$ cat config.mk
export PLATFORM = sky130hd
export DESIGN_NAME = seq_shift_add_mult
export DESIGN_NICKNAME = d
export VERILOG_FILES = /design/src/rtl/seq_shift_add_mult_pkg.sv /design/src/rtl/seq_shift_add_mult_adder.sv /design/src/rtl/seq_shift_add_mult.sv
export SDC_FILE = /design/constraint.sdc
export NUM_CORES = 1
export LEC_CHECK = 0
export CAP_MARGIN = 10
export CORE_MARGIN = 2
export CORE_UTILIZATION = 49
export DETAILED_ROUTE_END_ITERATION = 10
export PLACE_DENSITY = 0.76
export SLEW_MARGIN = 20
export SYNTH_ARGS = -nofsm -noshare
export SYNTH_HDL_FRONTEND = slang
export SYNTH_SLANG_ARGS = --single-unit
$ cat constraint.sdc
create_clock -name clk -period 2.2 [get_ports clk]
set_input_delay 0.22 -clock clk [delete_from_list [all_inputs] [get_ports clk]]
set_output_delay 0.22 -clock clk [all_outputs]
set_load 0.01 [all_outputs]
$ cat src/rtl/seq_shift_add_mult_pkg.sv
// Shared definitions for the sequential shift-and-add multiplier.
package seq_shift_add_mult_pkg;

    localparam int DEFAULT_WIDTH = 3;

    typedef enum logic [1:0] {
        ST_IDLE = 2'd0,
        ST_CALC = 2'd1,
        ST_DONE = 2'd2
    } state_e;

endpackage

$ cat src/rtl/seq_shift_add_mult_adder.sv
// WIDTH-bit ripple-carry adder built from chained 1-bit full-adder cells, carry-in tied low.
module wbit_ripple_adder #(
    parameter int WIDTH = 3
) (
    input  logic [WIDTH-1:0] A,
    input  logic [WIDTH-1:0] B,
    output logic [WIDTH-1:0] S,
    output logic             Cout
);

    logic [WIDTH:0] carry;

    assign carry[0] = 1'b0;

    for (genvar i = 0; i < WIDTH; i++) begin : g_fa
        assign S[i]       = A[i] ^ B[i] ^ carry[i];
        assign carry[i+1] = (A[i] & B[i]) | (carry[i] & (A[i] ^ B[i]));
    end

    assign Cout = carry[WIDTH];

endmodule

$ cat src/rtl/seq_shift_add_mult.sv
// Sequential unsigned shift-and-add multiplier, WIDTH x WIDTH -> 2*WIDTH, start/busy/done handshake.
module seq_shift_add_mult
    import seq_shift_add_mult_pkg::*;
#(
    parameter int WIDTH = DEFAULT_WIDTH
) (
    input  logic               clk,
    input  logic               rst,
    input  logic               start,
    input  logic [WIDTH-1:0]   A,
    input  logic [WIDTH-1:0]   B,
    output logic               busy,
    output logic               done,
    output logic [2*WIDTH-1:0] P
);

    localparam int CW = $clog2(WIDTH + 1);

    state_e             state_q, state_d;
    logic [WIDTH-1:0]   m_q, m_d;
    logic [WIDTH-1:0]   acc_q, acc_d;
    logic [WIDTH-1:0]   q_q, q_d;
    logic [CW-1:0]      cnt_q, cnt_d;
    logic [2*WIDTH-1:0] p_q, p_d;

    logic [WIDTH-1:0]   sum;
    logic               cout;
    logic               c;
    logic [WIDTH-1:0]   acc_n;

    wbit_ripple_adder #(.WIDTH(WIDTH)) u_adder (
        .A    (acc_q),
        .B    (m_q),
        .S    (sum),
        .Cout (cout)
    );

    always_comb begin
        state_d = state_q;
        m_d     = m_q;
        acc_d   = acc_q;
        q_d     = q_q;
        cnt_d   = cnt_q;
        p_d     = p_q;
        c       = 1'b0;
        acc_n   = acc_q;
        case (state_q)
            ST_IDLE, ST_DONE: begin
                if (start) begin
                    m_d     = A;
                    q_d     = B;
                    acc_d   = '0;
                    cnt_d   = CW'(WIDTH);
                    state_d = ST_CALC;
                end else begin
                    state_d = ST_IDLE;
                end
            end
            ST_CALC: begin
                {c, acc_n} = q_q[0] ? {cout, sum} : {1'b0, acc_q};
                // Carry lands in the ACC MSB so the adder overflow is never dropped.
                acc_d = {c, acc_n[WIDTH-1:1]};
                q_d   = {acc_n[0], q_q[WIDTH-1:1]};
                cnt_d = cnt_q - CW'(1);
                if (cnt_q == CW'(1)) begin
                    state_d = ST_DONE;
                    p_d     = {acc_d, q_d};
                end
            end
            default: state_d = ST_IDLE;
        endcase
    end

    always_ff @(posedge clk) begin
        if (rst) begin
            state_q <= ST_IDLE;
            m_q     <= '0;
            acc_q   <= '0;
            q_q     <= '0;
            cnt_q   <= '0;
            p_q     <= '0;
        end else begin
            state_q <= state_d;
            m_q     <= m_d;
            acc_q   <= acc_d;
            q_q     <= q_d;
            cnt_q   <= cnt_d;
            p_q     <= p_d;
        end
    end

    assign busy = (state_q == ST_CALC);
    assign done = (state_q == ST_DONE);
    assign P    = p_q;

endmodule
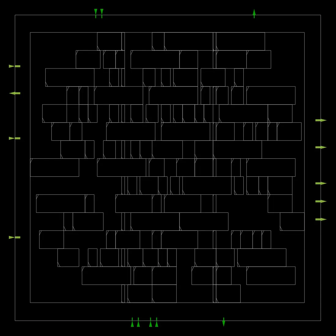
Run 1: placement view
registers: 19
fin util: 61.2%
row count: 15
Filler Cell Count: 162

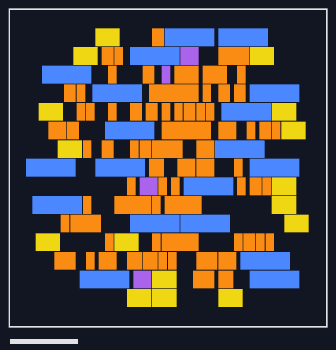
Run 1: cells coloured by class
The bar under the picture is 10 um long.
Key: blue = flops [cells 19]; yellow = other buffers and delay cells [cells 16]; purple = clock drivers and dummy loads [cells 4]; orange = all other logic [cells 72]
design area: 0.00103 mm2
CORE AREA: 0.00169 mm2
fraction of area in registers: 36.8%

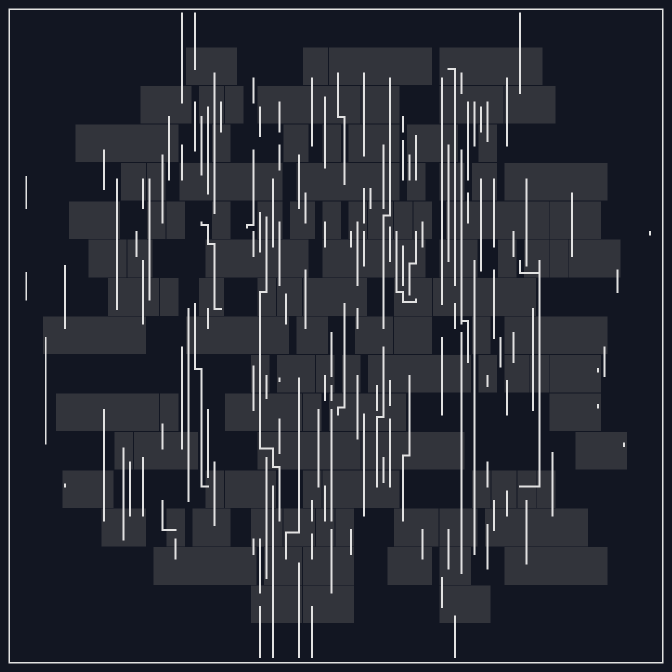
Run 1: metal 2
The layer holds 45% of the routed length. The wires run mostly vertical. 102 nets have wire on it.
vias: 695
Routed WL: 1530 um
M2 GR Usage: 26.4%

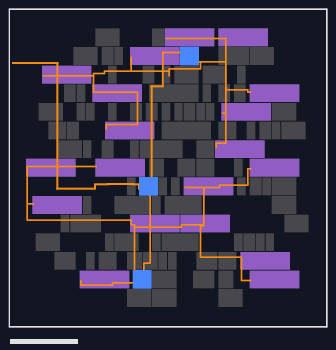
Run 1: clock distribution
The bar under the picture is 10 um long.
Key: orange = clock wires [length 260 um]; purple = flip-flops [count 19]; blue = cells driving clock nets [count 3]
There are 4 routed clock nets. Position of the flops: all over the die.

==> qor.txt, run 1 <==
outcome - finished, final reports clean
critical path fanouts, max - 3
clock skew - 0.00179 ns
max_slew headroom - 49.9%
Synth Area per Inst - 8.89 um2
Hold Path Class - primary input to register
routability cong. - 0.726
Final Hold Viols - 0
worst hold slack - 0.454 ns
num ports - 17
RSZ-0062 raised after global routing - false
Post-synth seq share - 43.7%
Final WS setup - 0.231 ns
Lkg Pwr - 0.000374 uW
clk_lat worst skew - 0.30 ns
area grow syn2layout - 18.7%
TNS Setup - 0 ns
first-pass GRT wire length - 2510 um
post-synthesis async set-or-reset flop share - 0%
crit share post-route - 89.5%
average via count per standard cell - 5.43
Mapped Nets - 111
placed cell area - 0.00101 mm2
flip-flops with a built-in enable - 0
largest net degree at the start of global routing - 20
Crit path arrival time - 2.17 ns
Initial DRC Count - 6
fmax - 508 MHz
total global-route track usage - 17.2%
port bufs - 16
die width - 46.2 um
Root Driver - clkbuf_4
P per Cell Area - 646 mW/mm2
yosys synthesis chip area - 871 um2
post-CTS sizing - 0
count of pins over their slew limit - 0
mean routed wirelength per cell - 11.9 um
Critical Path Start Type - register
antenna-violating nets left - 0
n_diodes - 0
post-synth top area share - 43.7%
Hold Buf Count CTS - 0
initial antenna violation count - 0
## run 1: logic make-up after synthesis
kind of cell	synth area share, %
muxes	1.15
DFF	43.7
buffers and inverters	7.76
adders and majority gates	7.47
AOI/OAI and AO/OA	19.1
and+or+nand+nor	20.8
## run 1: final timing paths
| path | slack [ns] | start | cells past startpoint | end |
|---|---|---|---|---|
| min | 0.45 | A[0] | 3 | m_q[0] |
| min reg2reg | 0.46 | P[0] | 2 | P[0] |
| max reg2reg | 0.23 | acc_q[0] | 8 | acc_q[1] |
| max | 0.23 | acc_q[0] | 8 | acc_q[1] |
## run 1: layer usage
layer | vias to the layer above | wire length, um | global-route usage [%]
met3 | 4 | 49 | 3.53
met4 | 0 | 33 | 12.0
met2 | 15 | 684 | 26.4
li1 | 355 | - | -
met5 | - | 0 | 0
met1 | 321 | 760 | 21.2
## run 1: flip-flops by register name (all words and copies together) (netlist names)
name / cells
cnt_q: 2
P: 6
m_q: 3
state_q: 2
acc_q: 3
q_q: 3
## run 1: through the flow
stage                     power, uW  cells
final                           667    128
after global routing            709    128
after CTS                       675    128
after detailed placement        496    124
after global placement          494    124
after floorplan                 465     98
## run 1: report_power, final
part	leakage, uW	internal [uW]	total (uW)	switching [uW]
Sequential	0.000155	364	381	17.2
Clock	0.0000150	70.7	180	109
Combinational	0.000204	49.9	107	56.7
## run 1: worst max-delay path, cell delays in order, from the launching register on
cell and delay [ns]:
dfxtp_1 0.36, ha_1 0.15, inv_1 0.05, fa_1 0.35, inv_1 0.07, fa_1 0.40
mux2i_1 0.23, nor2_1 0.07, o21ba_2 0.21
## run 1: layout by cell type, fill, tap and decap left out, types with 3 or more instances in the layout
| cell | instances |
|---|---|
| a21oi_1 | 9 |
| nor2_1 | 8 |
| nand2_1 | 19 |
| inv_1 | 5 |
| clkbuf_4 | 3 |
| nand3_1 | 4 |
| a211oi_1 | 3 |
| nor2b_1 | 3 |
| clkdlybuf4s50_1 | 16 |
| a311oi_2 | 3 |
| dfxtp_1 | 19 |
## run 1: final cells by class
cell class                 instances  area share (%)
multi-input combinational         66            40.9
timing repair buffer              16            15.5
sequential                        19            36.8
inverter                           6            2.18
clock buffer                       4            2.54
tap                               17            2.06
Run 1, gate families picked out:
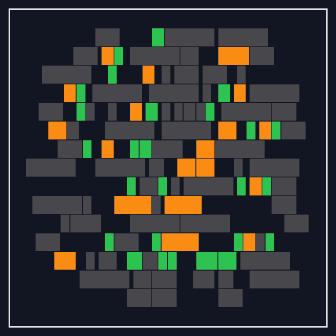

==> run 2: changes to the inputs <==
Settings changed: CAP_MARGIN 10 to unset, CORE_UTILIZATION 49 to 40, PLACE_DENSITY 0.76 to 0.67.
Clock period 2.2 ns to 1.6 ns, I/O delays scaled along.
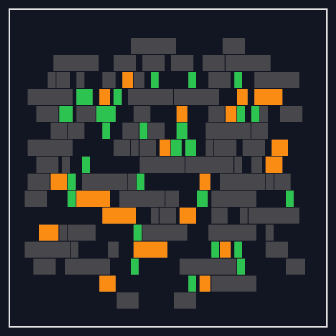
Run 2: gate families picked out
Key: orange = inverting AOI/OAI gates [cells 19, most used a21oi_1]; green = NAND gates [cells 26, most used nand2_1]
Commonest Layout Cell: nand2_1
logic share of the area: 39.0%
final non-filler cell total: 146

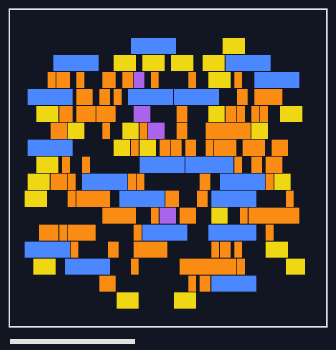
Run 2: cells coloured by class
The bar under the picture is 20 um long.
Key: orange = all other logic [cells 72]; blue = flops [cells 19]; yellow = other buffers and delay cells [cells 24]; purple = clock drivers and dummy loads [cells 4]

==> run 2 against run 1 <==
Against the previous run:
- largest power group unchanged
- clock power up 33%
- combinational power rose by 54%
- largest cell class unchanged
- non-clock buffer count up 8
- the flow now finishes with violations (negative setup slack)
- sequential share of layout area decreased by 2.7 points
- wire length grew 17%
==> qor.txt, run 2 <==
Mapped Nets - 111 (unchanged)
critical path fanouts, max - 2 (-1)
max FFs per register - 6 (unchanged)
routability cong. - 0.724 (-0.25%)
failing checks - negative setup slack
mean routed wirelength per cell - 12.3 um (+2.8%)
Clock Power Share - 25.8% (-1.1 points)
vias - 724 (+4.2%)
row count - 16 (+1)
Lkg Pwr - 0.000416 uW (+11%)
Final WS setup - -0.257 ns (-0.488 ns)
r2r endpoint - acc_q[1]
Hold Path End - m_q[0]
n_diodes - 0 (unchanged)
area grow syn2layout - 29.0%
Critical Path Start Type - register
crit share post-route - 116% (+27 points)
die width - 50.7 um (+9.8%)
Comb pwr share - 17.8% (+1.8 points)
outcome - finished with violations
Filler Cell Count - 196 (+21%)
yosys synthesis chip area - 871 um2 (unchanged)
CP peak stage delay - 0.37 ns (-0.03 ns)
Crit path arrival time - 2.06 ns (-0.11 ns)
R2R Setup Slk - -0.26 ns (-0.49 ns)
final setup fails - 2
Crit-path slowest cell - dfxtp_2
max_slew headroom - 61.8% (+12 points)
cell family with most CP delay - adder cells
NetSw - 256 uW (+40%)
Post-synth seq share - 43.7% (unchanged)
## run 2: cell counts after synthesis
Identical to the previous run, type by type.
## run 2: cell type report
class / count / area share, %
Clock buffer: 3 / 2.00
Clock inverter: 1 / 0.445
Tap cell: 27 / 3.01
Sequential cell: 19 / 34.1
Multi-Input combinational cell: 66 / 39.0
Inverter: 6 / 2.00
Timing Repair Buffer: 24 / 19.5
## run 2: timing repair
action,in CTS,in global routing
hold endpoints to repair,0,0
gates resized,1,0
pin swaps,3,0
setup endpoints to repair,3,2
## run 2: kinds of logic (layout without fill, tap and decap cells)
group                    Yosys count  after routing  share of synthesized area (%)
AND/OR/NAND/NOR                   40             40                           20.8
multiplexers                       1              1                           1.15
flip-flops                        19             19                           43.7
buffers and inverters             13             34                           7.76
AND-OR/OR-AND                     21             21                           19.1
adder cells (fa/ha/maj)            4              4                           7.47
## run 2: worst min-delay path, stage by stage
cell             delay, ns
clkdlybuf4s50_1       0.40
nand2_1               0.06
a21oi_1               0.05
## run 2: worst max-delay path by stage
stage,to,slack [ns],cells after the start
3_3_place_gp,acc_q[1],-0.20,8
6_report,acc_q[1],-0.26,8
4_1_cts,acc_q[1],-0.24,8
3_5_place_dp,acc_q[1],-0.27,8
2_1_floorplan,acc_q[1],-0.23,8
5_1_grt,acc_q[1],-0.31,8
## run 2: metal layers
layer / routed length (um) / vias to the layer above / global-route usage (%)
li1: - / 371 / -
met1: 909 / 344 / 22.8
met2: 831 / 9 / 26.3
met3: 51 / 0 / 3.87
met4: 0 / 0 / 4.05
met5: 0 / - / 0
## run 2: per-stage QoR
step | TNS [ns] | cell area [um2] | util, % | total power (uW)
global route | -0.567 | 1120 | 56.1 | 988
floorplan | -0.297 | 888 | - | 642
detailed placement | -0.472 | 1100 | 54.8 | 705
CTS | -0.448 | 1120 | 56.1 | 941
global placement | -0.356 | 1100 | 54.8 | 701
finish | -0.480 | 1120 | 56.1 | 931
## run 2: power groups by stage
stage / Sequential (uW) / Clock (uW) / Combinational, uW
6_report: 526 / 240 / 165
5_1_grt: 531 / 271 / 186
4_1_cts: 526 / 248 / 167
3_5_place_dp: 537 / 0 / 168
3_3_place_gp: 535 / 0 / 165
2_1_floorplan: 528 / 0 / 114
Run 2, metal 2:
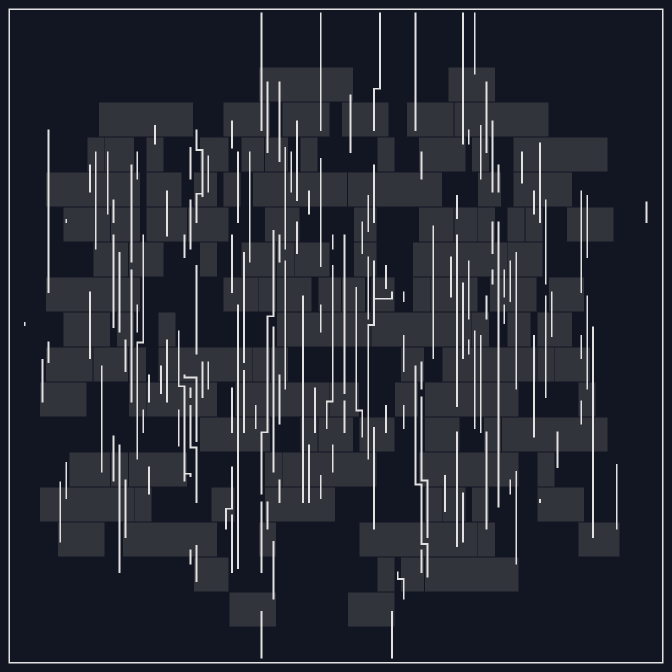

==> run 3: changes to the inputs <==
Settings changed: ABC_AREA set to 1, CORE_MARGIN 2 to 4, REMOVE_ABC_BUFFERS set to 1.
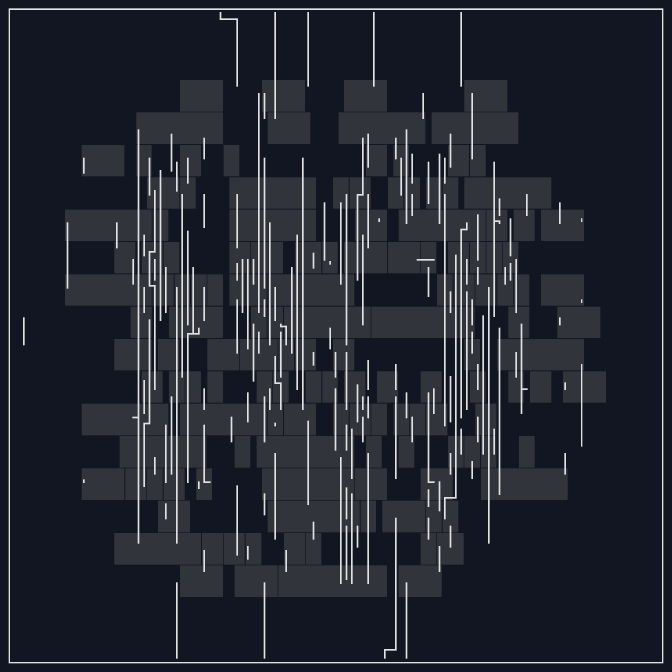
Run 3: metal 2
The longest straight run is 34.7 um. The layer carries 826 um of wire.
M2 GR Usage: 20.5%
Routed WL: 1810 um
vias: 792

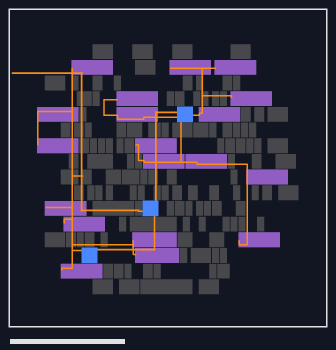
Run 3: clock distribution
The bar under the picture is 20 um long.
Key: blue = cells driving clock nets [count 3]; orange = clock wires [length 256 um]; purple = flip-flops [count 19]
There are 4 routed clock nets.

==> run 3 against run 2 <==
Against the previous run:
- the run still ends with negative setup slack left
- global-route usage down 1.9 points
- sequential share of layout area shrank 0.26 points
- wire length grew 1.2%
- critical path type unchanged
- largest power group unchanged
==> qor.txt, run 3 <==
Critical Path Start Type - register
Filler Cell Count - 207 (+5.6%)
post-route minimum period - 1.63 ns
outcome - finished with violations
clk_lat worst skew - 0.30 ns
Num CTS Buffers - 3
final setup fails - 1 (-1)
R2R Setup Slk - -0.03 ns (+0.23 ns)
CORE AREA - 0.00202 mm2
Final Hold Viols - 0
Lkg Pwr - 0.000511 uW (+23%)
Synth top cell by count - nand2_1
CTS tree - built
fmax - 615 MHz
Commonest Layout Cell - nand2_1
n_diodes - 0 (unchanged)
Crit-path slowest cell - fa_1
Final WS setup - -0.0263 ns (+0.231 ns)
yosys synthesis chip area - 877 um2 (+0.72%)
Top cells excl fill/tap - nand2_1, dfxtp_1, inv_1, clkdlybuf4s50_1, nand3_1
mean routed wirelength per cell - 10.7 um (-13%)
area grow syn2layout - 29.1% (about the same)
row count - 16 (unchanged)
H-tree lvl count - 1
Req. time, crit path - 1.85 ns
critical path fanouts, max - 2 (unchanged)
failing checks - negative setup slack
TNS Setup - -0.0263 ns (+0.454 ns)
num ports - 17
max_slew headroom - 72.9% (+11 points)
Post-synth seq share - 43.4% (-0.31 points)
count of pins over their slew limit - 0
maximum VDD drop - 0.576 mV
DP HPWL - 1360 um
crit share post-route - 102% (-14 points)
Crit path arrival time - 1.88 ns (-0.18 ns)
routability cong. - 0.725 (about the same)
CP peak stage delay - 0.52 ns (+0.15 ns)
die width - 54.8 um (+8.2%)
max FFs per register - 6 (unchanged)
fin util - 56.0% (-0.12 points)
## run 3: cell types whose count changed after synthesis, sizes merged, moves of 3 or more
| cell | change |
|---|---|
| inv | +12 |
| nand2 | +11 |
| nand3 | +11 |
| o21ai | +6 |
| a211oi | -4 |
| a311oi | -4 |
| buf | -3 |
| nor2 | +3 |
| nor2b | -3 |
## run 3: logic make-up (layout without fill, tap and decap cells)
group | after synthesis | in the layout | synth area share, %
AND/OR/NAND/NOR | 59 | 59 | 29.2
buffers and inverters | 22 | 44 | 10.8
flip-flops | 19 | 19 | 43.4
AND-OR/OR-AND | 16 | 16 | 9.13
adder cells (fa/ha/maj) | 4 | 4 | 7.42
## run 3: where the power goes
group	internal, uW	leakage [uW]	switching [uW]
Clock	93.4	0.0000177	154
Sequential	507	0.000156	20.4
Combinational	86.4	0.000337	112
Total	687	0.000511	286
## run 3: timing repair
item	4_1_cts	5_1_grt
pin swaps	4	1
hold buffers	0	0
gates resized	7	2
endpoints found under the setup margin	3	4
## run 3: critical path: cells and delay by family (launching register included)
kind	cells	cell delay, ns
simple gates	3	0.19
buf+inv	2	0.08
compound gates	1	0.11
flops	1	0.35
fa+ha+maj	3	0.85
## run 3: metrics by stage
stage / area, um2 / setup WS, ns / std cells / power (uW)
after CTS: 1120 / -0.0605 / 169 / 983
after global routing: 1130 / -0.172 / 169 / 1030
after floorplan: 853 / -0.0436 / 117 / 650
after global placement: 1080 / -0.0666 / 165 / 731
final: 1130 / -0.0263 / 169 / 973
after detailed placement: 1080 / -0.0851 / 165 / 735
## run 3: metal layers
| metal | GRT usage (%) | part of all wire (%) | vias up |
|---|---|---|---|
| met5 | 0 | 0 | - |
| met3 | 4.90 | 5.7 | 4 |
| met2 | 20.5 | 46 | 18 |
| met1 | 18.8 | 46 | 345 |
| met4 | 9.96 | 2.2 | 0 |
| li1 | - | - | 425 |
## run 3: area by class of cell
cell class                 count  share of cell area (%)
clock buffer                   3                    1.99
inverter                      19                    6.30
clock inverter                 1                   0.442
timing repair buffer          21                    17.3
sequential                    19                    33.8
multi-input combinational     79                    37.1
tap                           27                    2.98
## run 3: final timing paths
path | endpoint | startpoint | cells after the start
min | q_q[0] | B[0] | 3
max reg2reg | acc_q[1] | m_q[0] | 9
max | acc_q[1] | m_q[0] | 9
min reg2reg | P[2] | P[2] | 2
Power and IR drop assume default switching activity.
